$ cat config.mk
export PLATFORM = sky130hd
export DESIGN_NAME = down_counter
export DESIGN_NICKNAME = d
export VERILOG_FILES = /design/src/rtl/counter_pkg.sv /design/src/rtl/down_count_next.sv /design/src/rtl/down_counter.sv
export SDC_FILE = /design/constraint.sdc
export NUM_CORES = 1
export LEC_CHECK = 0
export CAP_MARGIN = 20
export CORE_AREA = 2 2 39 41
export DETAILED_ROUTE_END_ITERATION = 10
export DIE_AREA = 0 0 41 43
export PLACE_DENSITY = 0.71
export SLEW_MARGIN = 40
export SYNTH_ARGS = -nofsm -noshare
export SYNTH_HDL_FRONTEND = slang
export SYNTH_SLANG_ARGS = --single-unit
$ cat constraint.sdc
create_clock -name clk -period 2 [get_ports clk]
set_input_delay 0.6 -clock clk [delete_from_list [all_inputs] [get_ports clk]]
set_output_delay 0.6 -clock clk [all_outputs]
set_load 0.1 [all_outputs]
$ cat src/rtl/counter_pkg.sv
// counter_pkg
// Shared definitions for the down_counter block: the two-state control FSM
// encoding and the all-ones value the counter and reload register take on
// reset. The reset constant is declared at a generous fixed width and sliced
// to the counter width N by its users.
package counter_pkg;

  // RUN: counting (or frozen with en=0). DONE: one-shot finished, parked at 0.
  typedef enum logic {
    ST_RUN  = 1'b0,
    ST_DONE = 1'b1
  } cnt_state_t;

  localparam int unsigned CNT_MAX_W = 32;

  // Reset value for q and rl; users take the low N bits.
  localparam logic [CNT_MAX_W-1:0] CNT_RESET_VAL = '1;

endpackage : counter_pkg

$ cat src/rtl/down_count_next.sv
// down_count_next
// Next-count datapath for down_counter. Chooses between decrement, reload
// from the reload register and hold, and flags when a one-shot count has
// reached its end. Load is not handled here; the parent gives it priority.
//
// Ports
//   q_i        current count
//   rl_i       reload value used on wrap-around
//   state_i    current FSM state
//   en_i       count enable
//   mode_i     0 = periodic reload, 1 = one-shot stop
//   q_next_o   next count value when no load is present
//   to_done_o  1 when the FSM should move RUN -> DONE this edge
module down_count_next
  import counter_pkg::*;
#(
  parameter int N = 4
) (
  input  logic [N-1:0] q_i,
  input  logic [N-1:0] rl_i,
  input  cnt_state_t   state_i,
  input  logic         en_i,
  input  logic         mode_i,
  output logic [N-1:0] q_next_o,
  output logic         to_done_o
);

  localparam logic [N-1:0] ONE = {{(N-1){1'b0}}, 1'b1};

  logic q_zero;
  assign q_zero = (q_i == '0);

  always_comb begin
    q_next_o  = q_i;
    to_done_o = 1'b0;
    // Only an enabled RUN cycle moves the count; DONE always holds (at 0).
    if (state_i == ST_RUN && en_i) begin
      if (!q_zero) begin
        // Modulo 2^N; no borrow is needed because zero is handled below.
        q_next_o = q_i - ONE;
      end else if (mode_i) begin
        // One-shot: stay at 0 and park in DONE.
        to_done_o = 1'b1;
      end else begin
        // Periodic: wrap to the last loaded value.
        q_next_o = rl_i;
      end
    end
  end

endmodule : down_count_next

$ cat src/rtl/down_counter.sv
// down_counter
// N-bit loadable down counter with periodic or one-shot terminal behaviour.
// Holds the count, reload and FSM state registers; the next-count selection
// lives in down_count_next.
//
// Ports
//   clk       clock, rising edge
//   rst       asynchronous active-high reset (q = rl = all ones, state RUN)
//   en        count enable; 0 freezes the counter
//   load      synchronous load strobe, overrides en
//   load_val  value captured into q and the reload register on load
//   mode      0 = periodic reload at zero, 1 = one-shot stop at zero
//   q         current count (registered)
//   tc        terminal count: RUN and q == 0
//   done      one-shot finished (state DONE)
module down_counter
  import counter_pkg::*;
#(
  parameter int N = 4
) (
  input  logic         clk,
  input  logic         rst,
  input  logic         en,
  input  logic         load,
  input  logic [N-1:0] load_val,
  input  logic         mode,
  output logic [N-1:0] q,
  output logic         tc,
  output logic         done
);

  localparam logic [N-1:0] RST_VAL = CNT_RESET_VAL[N-1:0];

  logic [N-1:0] q_q;
  logic [N-1:0] rl_q;
  cnt_state_t   state_q;

  logic [N-1:0] q_d;
  logic         to_done_d;

  down_count_next #(
    .N (N)
  ) u_next (
    .q_i       (q_d_src_q()),
    .rl_i      (rl_q),
    .state_i   (state_q),
    .en_i      (en),
    .mode_i    (mode),
    .q_next_o  (q_d),
    .to_done_o (to_done_d)
  );

  function automatic logic [N-1:0] q_d_src_q();
    return q_q;
  endfunction

  // Load wins over everything except reset; mode is only consulted by the
  // datapath at the RUN/en/zero edge.
  always_ff @(posedge clk or posedge rst) begin
    if (rst) begin
      q_q     <= RST_VAL;
      rl_q    <= RST_VAL;
      state_q <= ST_RUN;
    end else if (load) begin
      q_q     <= load_val;
      rl_q    <= load_val;
      state_q <= ST_RUN;
    end else begin
      q_q <= q_d;
      if (to_done_d) begin
        state_q <= ST_DONE;
      end
    end
  end

  // Outputs decode registers only; no input reaches them combinationally.
  assign q    = q_q;
  assign tc   = (state_q == ST_RUN) && (q_q == '0);
  assign done = (state_q == ST_DONE);

endmodule : down_counter

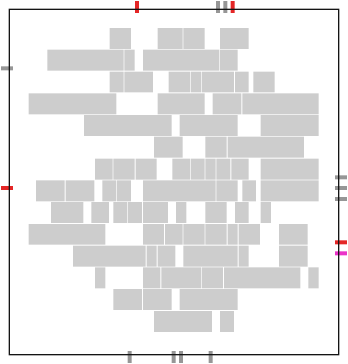
*Ports around the boundary, run 1*
(8 px per micron) Pins as bars across the die edge, other pins in grey.
| colour | port | pins | direction | edge |
|---|---|---|---|---|
| magenta | rst | 1 | input | right |
| red | load_val | 4 | input | 2 top, 1 left, 1 right |
input/output buffers: 14
Die Y-Extent: 43 microns

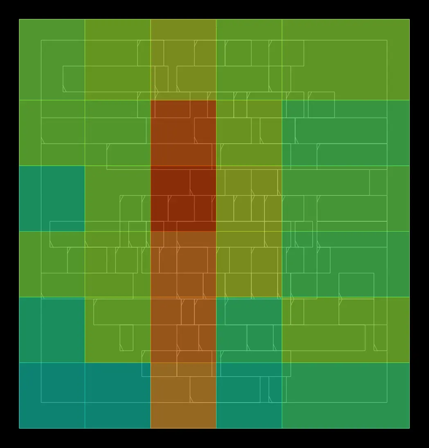
*Congestion heat map, run 1*
fraction of met2 tracks used by global routing: 23.75%
global-route usage over all layers: 15.92%
core occupancy in the finished layout: 61.03%

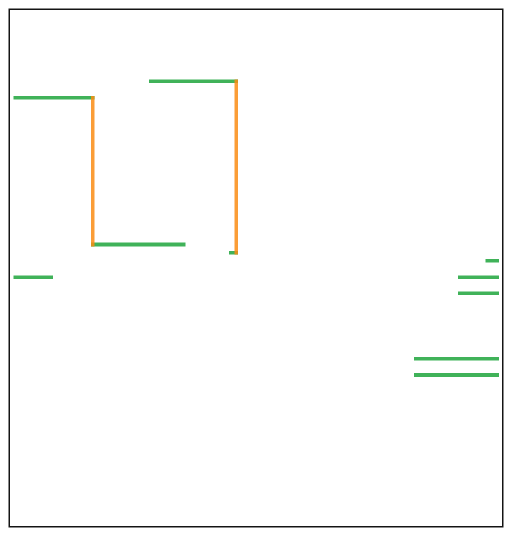
*Wiring by layer, run 1*
(12 px per micron) Only two layers are drawn.
| colour | layer | wire length |
|---|---|---|
| orange | metal 4 | 26.5 microns |
| green | metal 3 | 45.0 microns |

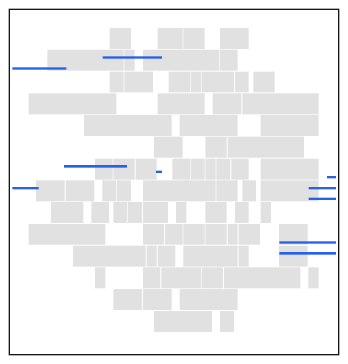
*M3 wires, run 1*
(8 px per micron) Cells faint in the background.
nets with wire on the layer: 8
main direction: horizontal
share of all routed wire: 3.6%
wire length on this layer: 45.0 microns

==> ci_impl_report.md, run 1 <==
### Metrics collected by this job

| Metric | Value |
|---|---|
| Number of max-slew violations in the final report | 0 |
| Top class by area | combinational gates |
| Switching Power | 0.0002674 W |
| Category of cells accounting for the largest share of critical-path delay | flip-flops |
| Final setup violation count | 1 |
| Maximum achievable frequency | 470.6 MHz |
| Reg2reg end | q[2] |
| Mapped Cells | 52 |
| Pin slew with the least headroom to its limit | 365.2 ps |
| Hold_sp | rl_q[1] |
| Sinks on Clock Net | 9 |
| Most popular library cell in the synthesized design by count | sky130_fd_sc_hd__dfstp_2 |
| Final Instance Area | 844.6 sq um |
| Number of standard cells in the layout, taps in and fillers out | 92 |
| Clock tree buffer count of the final layout | 4 |
| Clock latency of the later-clocked register in the worst-skew pair | 270 ps |
| Number of well-tap cells placed | 16 |
| Tool warnings | 29 |
| Total nets after synthesis | 62 |
| Violations in the final reports | setup timing |
| Remaining DRCs | 0 |
| Internal power | 0.0004288 W |
| Worst setup endpoint | tc |
| Share of cell area taken by muxes after synthesis | 6.295% |
| Cell with the biggest individual delay on the critical path | sky130_fd_sc_hd__dfstp_4 |
| Total Wirelength | 1263 microns |
| TritonCTS clock tree | done |
| Data required time at the worst endpoint | 1400 ps |
| Cells traversed along the worst timing path | inv_4 > ha_4 > nor3b_4 > nor2b_4 > buf_12 |
| Top Layout Cells | sky130_fd_sc_hd__clkdlybuf4s50_1 (8), sky130_fd_sc_hd__buf_4 (7), sky130_fd_sc_hd__buf_12 (6), sky130_fd_sc_hd__dfstp_2 (6), sky130_fd_sc_hd__o21ai_0 (4) |
| Setup clock skew after layout | 0.7552 ps |
| Clock group | 0.000150 W |
| FFs & Latches | 9 |
| Weighted congestion reported at the end of routability-driven placement | 0.7485 |
| Fraction of registers with async set/reset | 100.0% |
| Share of power burned in registers | 35.0% |
| Overflow after GRT | 0 |
| Met2 Routed Length | 664 microns |
| Count of cells along the worst register-to-register path | 7 |
| Run status | finished with violations |
| Resized cells post-CTS | 0 |
| Met1 Wirelength | 527 microns |
| Slew HR | 75.58% |
| Final setup margin | -124.8 ps |
| Commonest cells in the synthesized netlist | sky130_fd_sc_hd__dfstp_2 (8), sky130_fd_sc_hd__inv_1 (5), sky130_fd_sc_hd__nor2b_1 (4), sky130_fd_sc_hd__o21ai_0 (4) |
| Post-placement setup slack | 112.8 ps |
| Sequential cell area share | 28.74% |
| Most frequently placed logic cell in the final layout | sky130_fd_sc_hd__clkdlybuf4s50_1 |
| Area of the die | 0.001763 sq mm |
| Area share of the largest cell type after synthesis | 40.68% |
| Met3 Wirelength | 44 microns |
| Comb. pwr | 0.000302 W |
| Unrepaired setup endpoints after global routing | yes |
| Number of fill cells in the layout | 111 |
| Highest routed metal layer | met4 |
| Endpoint arrival time on the critical path | 1520 ps |
| Count of boundary I/O pins | 15 |
| Worst-path maximum fanout | 2 |
| CP startpoint kind | flip-flop |
| Part of the total power dissipated in the clock network | 21.6% |
| FP Core Util | 37.34% |
| Antenna violations before repair | 0 |
| Count of cell types in the netlist | 26 |
| Synth logic family | simple AND/OR/NAND/NOR gates |
==> run 2: changes to the inputs <==
--- a/config.mk
+++ b/config.mk
@@ -10,6 +10,7 @@
 export DETAILED_ROUTE_END_ITERATION = 10
 export DIE_AREA = 0 0 41 43
 export PLACE_DENSITY = 0.71
+export SETUP_SLACK_MARGIN = 0.02
 export SLEW_MARGIN = 40
 export SYNTH_ARGS = -nofsm -noshare
 export SYNTH_HDL_FRONTEND = slang
==> constraint.sdc (replaced) <==
create_clock -name clk -period 2.1 [get_ports clk]
set_input_delay 0.63 -clock clk [delete_from_list [all_inputs] [get_ports clk]]
set_output_delay 0.63 -clock clk [all_outputs]
set_load 0.1 [all_outputs]
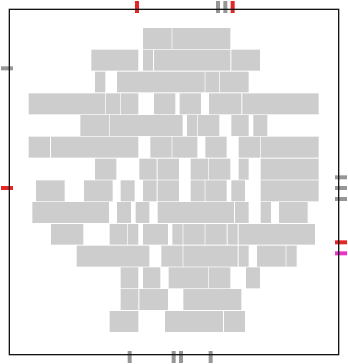
*Ports around the boundary, run 2*
(8 px per micron) Pins as bars across the die edge, other pins in grey.
| colour | port | pins | direction | edge |
|---|---|---|---|---|
| magenta | rst | 1 | input | right |
| red | load_val | 4 | input | 2 top, 1 left, 1 right |

==> run 2 against run 1 <==
The run still ends with setup timing left. Non-clock buffer count increased by 3. First-iteration DRC count increased to 2.5 times the previous value. Largest cell class unchanged. Final cell count up 3.3%. Synthesized area is the same. Sequential power decreased by 5%. Sequential share of layout area fell by 0.75 points. Cell area increased by 2.7%. Hold slack got worse by 14 ps. Highest routed layer unchanged. Routed wire length fell by 4.9%. Via count grew 7.3%. Critical path type unchanged.
==> ci_impl_report.md, run 2 <==
### Metrics collected by this job

| Metric | Value |
|---|---|
| Die Y-Extent | 43 microns (unchanged) |
| Most popular library cell in the synthesized design by count | sky130_fd_sc_hd__dfstp_2 |
| Sequential cell area share | 27.99% (-0.75 points) |
| Final setup margin | -55.75 ps (+69.02 ps) |
| Clock group | 0.000139 W (-7%) |
| Total Wirelength | 1201 microns (-4.9%) |
| Data required time at the worst endpoint | 1470 ps (+70 ps) |
| Layout overhead on the synthesized area | 67.80% |
| Count of cell types in the netlist | 26 (unchanged) |
| FFs & Latches | 9 (unchanged) |
| Group drawing the most power | combinational logic |
| Share of power burned in registers | 35.0% (about the same) |
| Crit path kind | reg2out |
| Synth logic family | simple AND/OR/NAND/NOR gates |
| Worst-path maximum fanout | 3 (+1) |
| Most frequently placed logic cell in the final layout | sky130_fd_sc_hd__buf_4 |
| Antenna violations before repair | 0 (unchanged) |
| TritonCTS clock tree | done |
| Reg2reg end | q[2] |
| CP startpoint kind | flip-flop |
| Met1 Wirelength | 509 microns (-3.4%) |
| Comb. pwr | 0.000292 W (-3%) |
| Violations in the final reports | setup timing |
| Cell with the biggest individual delay on the critical path | sky130_fd_sc_hd__dfstp_4 |
| Tool warnings | 29 (unchanged) |
| Clock tree buffer count of the final layout | 4 (unchanged) |
| Area share of the largest cell type after synthesis | 40.68% (unchanged) |
| Fraction of met2 tracks used by global routing | 23.13% (-0.62 points) |
| Worst hold margin | 479.9 ps |
| Setup clock skew after layout | 8.894 ps (+8.139 ps) |
| Final setup violation count | 1 (unchanged) |
| Overflow after GRT | 0 (unchanged) |
| Sinks on Clock Net | 9 (unchanged) |
| Endpoint arrival time on the critical path | 1530 ps (about the same) |
| Total nets after synthesis | 62 (unchanged) |
| Worst setup endpoint | tc |
| Number of well-tap cells placed | 16 (unchanged) |
| Number of standard cells in the layout, taps in and fillers out | 95 (+3.3%) |
| Core occupancy in the finished layout | 62.66% (+1.6 points) |
| Share of cell area taken by muxes after synthesis | 6.295% (unchanged) |
| Input/output buffers | 14 (unchanged) |
| Remaining DRCs | 0 (unchanged) |
| Top class by area | combinational gates |
| Commonest cells in the synthesized netlist | sky130_fd_sc_hd__dfstp_2 (8), sky130_fd_sc_hd__inv_1 (5), sky130_fd_sc_hd__nor2b_1 (4), sky130_fd_sc_hd__o21ai_0 (4) |
| Count of boundary I/O pins | 15 (unchanged) |
| Met3 Wirelength | 77 microns (+75%) |
| Global-route usage over all layers | 15.84% (-0.085 points) |
| Clock latency of the later-clocked register in the worst-skew pair | 270 ps (about the same) |
| Pin slew with the least headroom to its limit | 390.0 ps (+24.79 ps) |
| Synth Area in Compound Gates | 20.34% |
| Top Layout Cells | sky130_fd_sc_hd__buf_4 (10), sky130_fd_sc_hd__clkdlybuf4s50_1 (8), sky130_fd_sc_hd__buf_12 (6), sky130_fd_sc_hd__dfstp_2 (6), sky130_fd_sc_hd__o21ai_0 (4) |
| Count of cells along the worst register-to-register path | 9 (+2) |
| Part of the total power dissipated in the clock network | 20.9% (-0.7 points) |
| Switching Power | 0.0002486 W (-7.0%) |
| Number of max-slew violations in the final report | 0 (unchanged) |
| Mapped Cells | 52 (unchanged) |
| Fraction of registers with async set/reset | 100.0% (unchanged) |
| Resized cells post-CTS | 0 (unchanged) |
| Highest routed metal layer | met4 |
| Slew HR | 73.92% (-1.7 points) |
| Internal power | 0.0004143 W (-3.4%) |
| Met2 Routed Length | 595 microns (-10%) |
| Unrepaired setup endpoints after global routing | yes |
| Maximum achievable frequency | 463.9 MHz |
| Run status | finished with violations |
| Final Instance Area | 867.1 sq um (+2.7%) |
| Number of fill cells in the layout | 108 (-2.7%) |
Power figures rest on the tool's default switching activity, not on a simulated workload.
